$ cat config.mk
export PLATFORM = sky130hd
export DESIGN_NAME = spi_reg_bank_flat
export DESIGN_NICKNAME = d
export VERILOG_FILES = /design/src/rtl/spi_reg_pkg.sv /design/src/rtl/spi_reg_bank_if.sv /design/src/rtl/spi_sync_edge.sv /design/src/rtl/spi_reg_bank.sv /design/src/flat_wrapper.sv
export SDC_FILE = /design/constraint.sdc
export NUM_CORES = 1
export LEC_CHECK = 0
export CAP_MARGIN = 25
export CORE_AREA = 2 2 98 100
export DETAILED_ROUTE_END_ITERATION = 12
export DIE_AREA = 0 0 100 102
export GPL_ROUTABILITY_DRIVEN = 0
export PLACE_DENSITY = 0.81
export SYNTH_ARGS = -nofsm -noshare
export SYNTH_HDL_FRONTEND = slang
export SYNTH_SLANG_ARGS = --single-unit
$ cat constraint.sdc
create_clock -name clk -period 6.2 [get_ports clk]
set_input_delay 1.24 -clock clk [delete_from_list [all_inputs] [get_ports clk]]
set_output_delay 1.24 -clock clk [all_outputs]
set_load 0.02 [all_outputs]
$ cat src/rtl/spi_reg_pkg.sv
// Shared types and constants for the SPI register bank: FSM states, command encoding, default widths.
package spi_reg_pkg;

    typedef enum logic [2:0] {
        IDLE,
        CMD,
        ADDR,
        DATA,
        OVER
    } spi_state_e;

    localparam logic CMD_WRITE = 1'b1;
    localparam logic CMD_READ  = 1'b0;

    localparam int DEF_NUM_REGS = 8;
    localparam int DEF_DATA_W   = 8;
    localparam int DEF_ADDR_W   = 7;

endpackage

$ cat src/rtl/spi_reg_bank_if.sv
// SPI pin bundle between the chip pads (controller side) and the register bank (peripheral side).
interface spi_reg_bank_if;

    logic ncs;
    logic sclk;
    logic copi;
    logic cipo;
    logic cipo_oe;

    modport master (output ncs, output sclk, output copi, input cipo, input cipo_oe);
    modport slave  (input ncs, input sclk, input copi, output cipo, output cipo_oe);

endinterface

$ cat src/rtl/spi_sync_edge.sv
// Two-flop synchroniser for one asynchronous input plus single-clk rise/fall pulses.
module spi_sync_edge #(
    parameter bit RST_VAL = 1'b0
) (
    input  logic clk,
    input  logic rst_n,
    input  logic d,
    output logic q,
    output logic rise,
    output logic fall
);

    logic meta_q;
    logic sync_q;
    logic dly_q;

    // NOTE: non-blocking assignments keep these three flops a true pipeline;
    // blocking ones would let d ripple straight through in a single edge.
    always_ff @(posedge clk or negedge rst_n) begin
        if (!rst_n) begin
            meta_q <= RST_VAL;
            sync_q <= RST_VAL;
            dly_q  <= RST_VAL;
        end else begin
            meta_q <= d;
            sync_q <= meta_q;
            dly_q  <= sync_q;
        end
    end

    assign q    = sync_q;
    assign rise = sync_q & ~dly_q;
    assign fall = ~sync_q & dly_q;

endmodule

$ cat src/rtl/spi_reg_bank.sv
// Mode-0 SPI peripheral register bank with write strobes, frame validation and readback.
// Readback over cipo is built only when SPI_READBACK_EN is defined.
module spi_reg_bank
    import spi_reg_pkg::*;
#(
    parameter int NUM_REGS  = DEF_NUM_REGS,
    parameter int DATA_W    = DEF_DATA_W,
    parameter int ADDR_W    = DEF_ADDR_W,
    parameter bit RESET_VAL = 1'b0
) (
    input  logic                       clk,
    input  logic                       rst_n,
    spi_reg_bank_if.slave              spi,
    output logic [NUM_REGS*DATA_W-1:0] regs_flat,
    output logic [NUM_REGS-1:0]        wr_strobe,
    output logic                       frame_err
);

    localparam int FRAME_LEN = 1 + ADDR_W + DATA_W;
    localparam int CNT_W     = $clog2(FRAME_LEN + 2);

    localparam logic [CNT_W-1:0] CNT_ADDR_END = CNT_W'(ADDR_W);
    localparam logic [CNT_W-1:0] CNT_DATA_END = CNT_W'(FRAME_LEN - 1);
    localparam logic [CNT_W-1:0] CNT_FULL     = CNT_W'(FRAME_LEN);
    localparam logic [CNT_W-1:0] CNT_SAT      = CNT_W'(FRAME_LEN + 1);

`ifdef SPI_READBACK_EN
    localparam bit READBACK = 1'b1;
`else
    localparam bit READBACK = 1'b0;
`endif

    logic ncs_s, ncs_rise, ncs_fall;
    logic sclk_s_unused, sclk_rise, sclk_fall;
    logic copi_s, copi_rise_unused, copi_fall_unused;

    spi_sync_edge #(.RST_VAL(1'b1)) u_sync_ncs (
        .clk(clk), .rst_n(rst_n), .d(spi.ncs),
        .q(ncs_s), .rise(ncs_rise), .fall(ncs_fall)
    );
    spi_sync_edge #(.RST_VAL(1'b0)) u_sync_sclk (
        .clk(clk), .rst_n(rst_n), .d(spi.sclk),
        .q(sclk_s_unused), .rise(sclk_rise), .fall(sclk_fall)
    );
    spi_sync_edge #(.RST_VAL(1'b0)) u_sync_copi (
        .clk(clk), .rst_n(rst_n), .d(spi.copi),
        .q(copi_s), .rise(copi_rise_unused), .fall(copi_fall_unused)
    );

    // The ncs synchroniser resets to "high", so a chip select held low across
    // reset would look like a fresh fall. Only accept a fall after ncs has been
    // genuinely sampled high for three clocks.
    logic [1:0] arm_q;
    logic       armed;

    always_ff @(posedge clk or negedge rst_n) begin
        if (!rst_n) begin
            arm_q <= 2'd0;
        end else if (!ncs_s) begin
            arm_q <= 2'd0;
        end else if (arm_q != 2'd3) begin
            arm_q <= arm_q + 2'd1;
        end
    end

    assign armed = (arm_q == 2'd3);

    spi_state_e       state_q, state_d;
    logic [CNT_W-1:0] bit_cnt_q;
    logic             cmd_q;
    logic [ADDR_W-1:0] addr_q, addr_next;
    logic [DATA_W-1:0] data_q, data_next;
    logic             bit_tick, frame_end;

    assign bit_tick  = sclk_rise & ~ncs_s;
    assign frame_end = ncs_rise & (state_q != IDLE);
    assign addr_next = ADDR_W'({addr_q, copi_s});
    assign data_next = DATA_W'({data_q, copi_s});

    always_ff @(posedge clk or negedge rst_n) begin
        if (!rst_n) state_q <= IDLE;
        else        state_q <= state_d;
    end

    // NOTE: state_d gets its default before any branch so no path leaves it
    // unassigned, which would otherwise infer a latch.
    always_comb begin
        state_d = state_q;
        if (state_q == IDLE) begin
            if (ncs_fall && armed) state_d = CMD;
        end else if (ncs_rise) begin
            state_d = IDLE;
        end else if (bit_tick) begin
            case (state_q)
                CMD:     state_d = ADDR;
                ADDR:    if (bit_cnt_q == CNT_ADDR_END) state_d = DATA;
                DATA:    if (bit_cnt_q == CNT_DATA_END) state_d = OVER;
                default: state_d = state_q;
            endcase
        end
    end

    // Shift registers and counter stay cleared while idle, so each frame starts from zero.
    always_ff @(posedge clk or negedge rst_n) begin
        if (!rst_n) begin
            bit_cnt_q <= '0;
            cmd_q     <= CMD_READ;
            addr_q    <= '0;
            data_q    <= '0;
        end else if (state_q == IDLE) begin
            bit_cnt_q <= '0;
            cmd_q     <= CMD_READ;
            addr_q    <= '0;
            data_q    <= '0;
        end else if (bit_tick) begin
            if (bit_cnt_q != CNT_SAT) bit_cnt_q <= bit_cnt_q + CNT_W'(1);
            case (state_q)
                CMD:     cmd_q  <= copi_s;
                ADDR:    addr_q <= addr_next;
                DATA:    data_q <= data_next;
                default: ;
            endcase
        end
    end

    logic [NUM_REGS-1:0] addr_hit, commit_vec;
    logic                frame_full, is_write, commit, discard;

    always_comb begin
        addr_hit = '0;
        for (int i = 0; i < NUM_REGS; i++) addr_hit[i] = (addr_q == ADDR_W'(i));
    end

    assign frame_full = (bit_cnt_q == CNT_FULL);
    assign is_write   = (cmd_q == CMD_WRITE);
    assign commit     = frame_end & is_write & frame_full;
    assign commit_vec = commit ? addr_hit : '0;
    assign discard    = frame_end & ((bit_cnt_q == '0)
                      | (is_write & ~(frame_full & (|addr_hit)))
                      | (READBACK & ~is_write & (bit_cnt_q < CNT_FULL)));

    logic [DATA_W-1:0] regs_q [NUM_REGS];

    // NOTE: the bank is a handful of configuration flops feeding live logic,
    // not a RAM, so every entry is given a defined reset value.
    always_ff @(posedge clk or negedge rst_n) begin
        if (!rst_n) begin
            for (int i = 0; i < NUM_REGS; i++) regs_q[i] <= {DATA_W{RESET_VAL}};
            wr_strobe <= '0;
            frame_err <= 1'b0;
        end else begin
            for (int i = 0; i < NUM_REGS; i++) begin
                if (commit_vec[i]) regs_q[i] <= data_q;
            end
            wr_strobe <= commit_vec;
            frame_err <= discard;
        end
    end

    for (genvar g = 0; g < NUM_REGS; g++) begin : g_flat
        assign regs_flat[g*DATA_W +: DATA_W] = regs_q[g];
    end

`ifdef SPI_READBACK_EN
    logic [DATA_W-1:0] rd_sr_q, rd_word;

    always_comb begin
        rd_word = '0;
        for (int i = 0; i < NUM_REGS; i++) begin
            if (addr_next == ADDR_W'(i)) rd_word = regs_q[i];
        end
    end

    // Load on the last address bit; the fall straight after it keeps the MSB on
    // the pin for the first data rise, later falls shift (zero-filling).
    always_ff @(posedge clk or negedge rst_n) begin
        if (!rst_n) begin
            rd_sr_q <= '0;
        end else if (state_q == IDLE) begin
            rd_sr_q <= '0;
        end else if (bit_tick && state_q == ADDR && bit_cnt_q == CNT_ADDR_END
                     && cmd_q == CMD_READ) begin
            rd_sr_q <= rd_word;
        end else if (sclk_fall && !ncs_s && bit_cnt_q > CNT_ADDR_END + CNT_W'(1)) begin
            rd_sr_q <= rd_sr_q << 1;
        end
    end

    assign spi.cipo    = rd_sr_q[DATA_W-1] & ~ncs_s;
    assign spi.cipo_oe = ~ncs_s;
`else
    logic sclk_fall_unused;
    assign sclk_fall_unused = sclk_fall;
    assign spi.cipo         = 1'b0;
    assign spi.cipo_oe      = 1'b0;
`endif

endmodule

$ cat src/flat_wrapper.sv
// flat-port wrapper written by rule: the top's interface ports become plain ports
module spi_reg_bank_flat import spi_reg_pkg::*;
#(
    parameter int NUM_REGS  = DEF_NUM_REGS,
    parameter int DATA_W    = DEF_DATA_W,
    parameter int ADDR_W    = DEF_ADDR_W,
    parameter bit RESET_VAL = 1'b0
)
  (clk, rst_n, regs_flat, wr_strobe, frame_err, spi_ncs, spi_sclk, spi_copi, spi_cipo, spi_cipo_oe);
  spi_reg_bank_if spi_i ();
  input  logic clk;
  input  logic rst_n;
  output logic [NUM_REGS*DATA_W-1:0] regs_flat;
  output logic [NUM_REGS-1:0] wr_strobe;
  output logic frame_err;
  input wire logic [$bits(spi_i.ncs)-1:0] spi_ncs;
  input wire logic [$bits(spi_i.sclk)-1:0] spi_sclk;
  input wire logic [$bits(spi_i.copi)-1:0] spi_copi;
  output wire logic [$bits(spi_i.cipo)-1:0] spi_cipo;
  output wire logic [$bits(spi_i.cipo_oe)-1:0] spi_cipo_oe;
  assign spi_i.ncs = spi_ncs;
  assign spi_i.sclk = spi_sclk;
  assign spi_i.copi = spi_copi;
  assign spi_cipo = spi_i.cipo;
  assign spi_cipo_oe = spi_i.cipo_oe;
  spi_reg_bank #(.NUM_REGS(NUM_REGS), .DATA_W(DATA_W), .ADDR_W(ADDR_W), .RESET_VAL(RESET_VAL)) u_core (.clk(clk), .rst_n(rst_n), .spi(spi_i), .regs_flat(regs_flat), .wr_strobe(wr_strobe), .frame_err(frame_err));
endmodule
==> Slide: Implementation Results <==
Key Metrics from the Run

Outcome
  • Run status: finished, final reports clean

Worst setup path
  • Cell with the biggest individual delay on the critical path: sky130_fd_sc_hd__or4_1
  • Worst Path Buf+Inv: 0
  • Worst r2r path cells: 4
  • Path type of the worst setup path: flop to flop
  • Critical Path Source: u_core.addr_q[3]
  • Reg-to-Reg End: u_core.regs_flat[48]
  • Critical path endpoint category: flop
  • Arr. time, crit path: 3.06 ns
  • Largest delay share family, worst path: simple AND/OR/NAND/NOR gates

Synth
  • Gate Count Post-Synth: 316
  • Synth flops: 107
  • Count of library flops with an enable pin: 0
  • Mux cell area share after synthesis: 0.1955
  • Largest logic family: multiplexers
  • Synthesized-area fraction occupied by and/or/nand/nor cells: 0.1123
  • Top cells by area: sky130_fd_sc_hd__dfrtp_1, sky130_fd_sc_hd__mux2_2, sky130_fd_sc_hd__mux2_4, sky130_fd_sc_hd__nor4_4, sky130_fd_sc_hd__mux2i_1
  • Top-area cell type share of the netlist area: 0.5826
  • Dominant cell by count in the synthesized netlist: sky130_fd_sc_hd__dfrtp_1
  • Post-Synth XOR/XNOR Area: 0.007843
  • Yosys warning tally: 0
  • Dominant cell type by area after synthesis: sky130_fd_sc_hd__dfrtp_1
  • Sequential element share of the synthesized area: 0.6003

Final timing
  • Worst Hold Slack: 0.3596 ns
  • Summed negative setup slack over all endpoints: 0 ns
  • Final setup slack of the worst path: 3.396 ns
  • Tcrit/Tclk final: 0.4523
  • Clock period minus worst slack: 2.804 ns
  • Final setup skew: 0.02166 ns
  • Final hold violations: 0
  • Normalized max-slew margin: 0.3443
  • Actual transition at the worst max-transition pin: 0.9803 ns
  • Count of endpoints failing setup in the final report: 0
  • Final-report max-slew violation count: 0
  • Unrepaired setup endpoints after global routing: no

CTS
  • CTS tree: built
  • Clock tree buffer depth: 2
  • Sink count of the clock tree: 107
  • Root buf cell: sky130_fd_sc_hd__clkbuf_8
  • CTS Buf Count: 9

Flow run
  • Number of maximum-capacitance constraint violations: 0

Pwr
  • Group with the largest share of power: sequential cells
  • Leakage: 2.540 nW
  • Final Total Pwr: 1.620 mW
  • Sequential power: 844 uW
  • Clk pwr: 419 uW
  • Fraction of power consumed by the clock network: 0.259
  • Peak VDD IR: 0.0001553 V

GRT
  • Number of global-route vias before repair: 2810
  • Total global routing overflow: 0
  • Largest net degree at the start of global routing: 76

Drt
  • Routed wire length: 8607 um
  • Drt wl/cell: 17.08 um
  • Final routed DRC violation total: 0
  • Number of detailed-route iterations in the first pass: 4
  • Per-cell via count in the routed design: 5.280

Final layout
  • Post-route cell area: 5472 sq um
  • Final nets: 398
  • Utilization after layout: 0.6007

Place
  • Pre-CTS setup slack: 3.396 ns
  • IO Port Bufs: 77
  • Number of placed instances, taps included: 488
  • Placed wire-length estimate after detailed placement: 6034 um

Floorplan
  • Starting density of the core: 0.4904

Worst hold path
  • Hold Crit Start: u_core.u_sync_sclk.meta_q
  • Hold crit path type: flop to flop
## area by class of cell
| type | count | area [sq um] |
|---|---|---|
| Multi-Input combinational cell | 177 | 1619 |
| Clock inverter | 6 | 62.56 |
| Tap cell | 111 | 138.9 |
| Fill cell | 708 | 3637 |
| Timing Repair Buffer | 78 | 775.7 |
| Clock buffer | 10 | 137.6 |
| Inverter | 15 | 56.30 |
| Sequential cell | 107 | 2681 |
## flip-flops by register name, summed over array words and instances (netlist names), 2 cells and up
| signal | count |
|---|---|
| u_core.wr_strobe | 8 |
| u_core.arm_q | 2 |
| u_core.addr_q | 7 |
| u_core.data_q | 8 |
| u_core.bit_cnt_q | 5 |
| u_core.state_q | 3 |
| u_core.regs_flat | 64 |
## cells in the final DEF, fill, tap and decap left out, types with 2 or more instances in the layout
| cell | netlist | routed |
|---|---|---|
| sky130_fd_sc_hd__dfrtp_1 | 104 | 104 |
| sky130_fd_sc_hd__clkdlybuf4s50_1 | 0 | 76 |
| sky130_fd_sc_hd__mux2_2 | 58 | 58 |
| sky130_fd_sc_hd__nand2_1 | 21 | 21 |
| sky130_fd_sc_hd__inv_1 | 15 | 15 |
| sky130_fd_sc_hd__mux2i_1 | 10 | 10 |
| sky130_fd_sc_hd__clkbuf_8 | 0 | 10 |
| sky130_fd_sc_hd__o21ai_0 | 8 | 8 |
| sky130_fd_sc_hd__mux2_4 | 8 | 8 |
| sky130_fd_sc_hd__nor2_1 | 7 | 7 |
| sky130_fd_sc_hd__nor4_4 | 5 | 5 |
| sky130_fd_sc_hd__ha_1 | 5 | 5 |
| sky130_fd_sc_hd__nor4b_1 | 4 | 4 |
| sky130_fd_sc_hd__nor2b_1 | 4 | 4 |
| sky130_fd_sc_hd__nor3_4 | 3 | 3 |
| sky130_fd_sc_hd__xnor2_1 | 3 | 3 |
| sky130_fd_sc_hd__inv_6 | 0 | 3 |
| sky130_fd_sc_hd__dfstp_2 | 3 | 3 |
| sky130_fd_sc_hd__nand3_1 | 2 | 2 |
| sky130_fd_sc_hd__and2b_1 | 2 | 2 |
| sky130_fd_sc_hd__or3_1 | 2 | 2 |
| sky130_fd_sc_hd__and3_1 | 2 | 2 |
| sky130_fd_sc_hd__nor3_1 | 2 | 2 |
| sky130_fd_sc_hd__o21ai_1 | 2 | 2 |
| sky130_fd_sc_hd__nand4_1 | 2 | 2 |
| sky130_fd_sc_hd__a31oi_1 | 2 | 2 |
| sky130_fd_sc_hd__a211oi_1 | 2 | 2 |
| sky130_fd_sc_hd__nand2b_1 | 2 | 2 |
| sky130_fd_sc_hd__a21oi_1 | 2 | 2 |
| sky130_fd_sc_hd__conb_1 | 1 | 2 |
| sky130_fd_sc_hd__buf_4 | 7 | 2 |
## layer usage
metal | vias to the layer above | share of wire | routed length (um) | GRT usage
li1 | 1239 | - | - | -
met1 | 1339 | 0.46 | 3945 | 0.2369
met2 | 69 | 0.48 | 4110 | 0.2905
met3 | 14 | 0.047 | 401 | 0.04172
met4 | 0 | 0.017 | 150 | 0.07482
met5 | - | 0 | 0 | 0
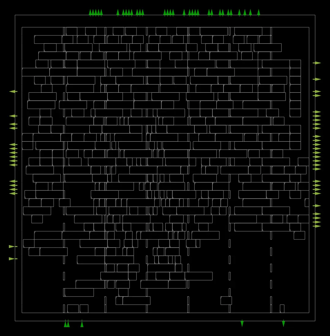
**Above:** placed standard cells.
FILL cells: 708
area of the core: 9109 sq um

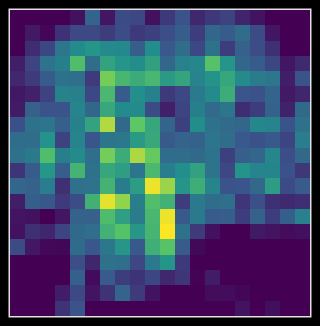
**Above:** signal metal coverage by tile.
Scale: 3 px per um. The die is cut into 20 by 20 equal tiles; dark purple is low, yellow is high, scaled to the fullest tile. Values are wire area over tile area, all layers added.
The emptiest ninth of the die: south-east. The fullest tile reaches 0.48. 19% of the tiles are nearly empty. The densest ninth of the die: centre. The mean over all tiles is 0.13.

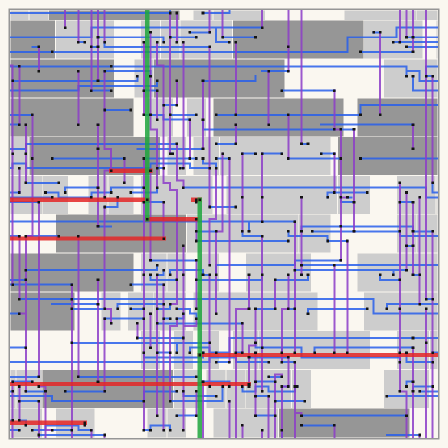
**Above:** a small window of the routed layout.
Region (35, 36) to (65, 66) um. Cells in grey, sequential cells in the stronger grey; small squares are vias.
Key: green = M4; red = M3; purple = M2; blue = M1
Most frequent: nand2_1 (16), dfrtp_1 (12), o21ai_0 (6). 63 logic cells have their middle in the window. Netlist names of flops here include `u_core.addr_q` (7), `u_core.data_q` (2), `u_core.regs_flat` (2). Sequential cells in the window: 12.

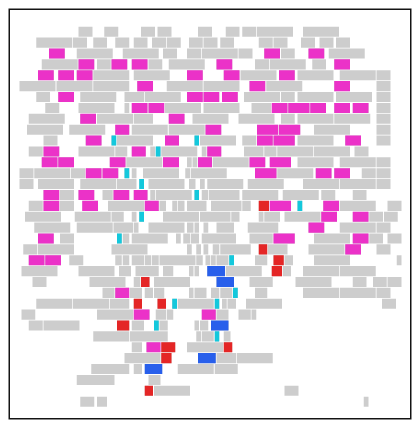
**Above:** gate-type map.
Scale: 4 px per um.
Key: blue = fa/ha/maj cells [cells 5, most used ha_1, where south]; magenta = mux cells [cells 76, most used mux2_2]; cyan = inv cells [cells 15, most used inv_1, where centre]; red = and/or cells [cells 12]

Power and IR drop assume default switching activity.
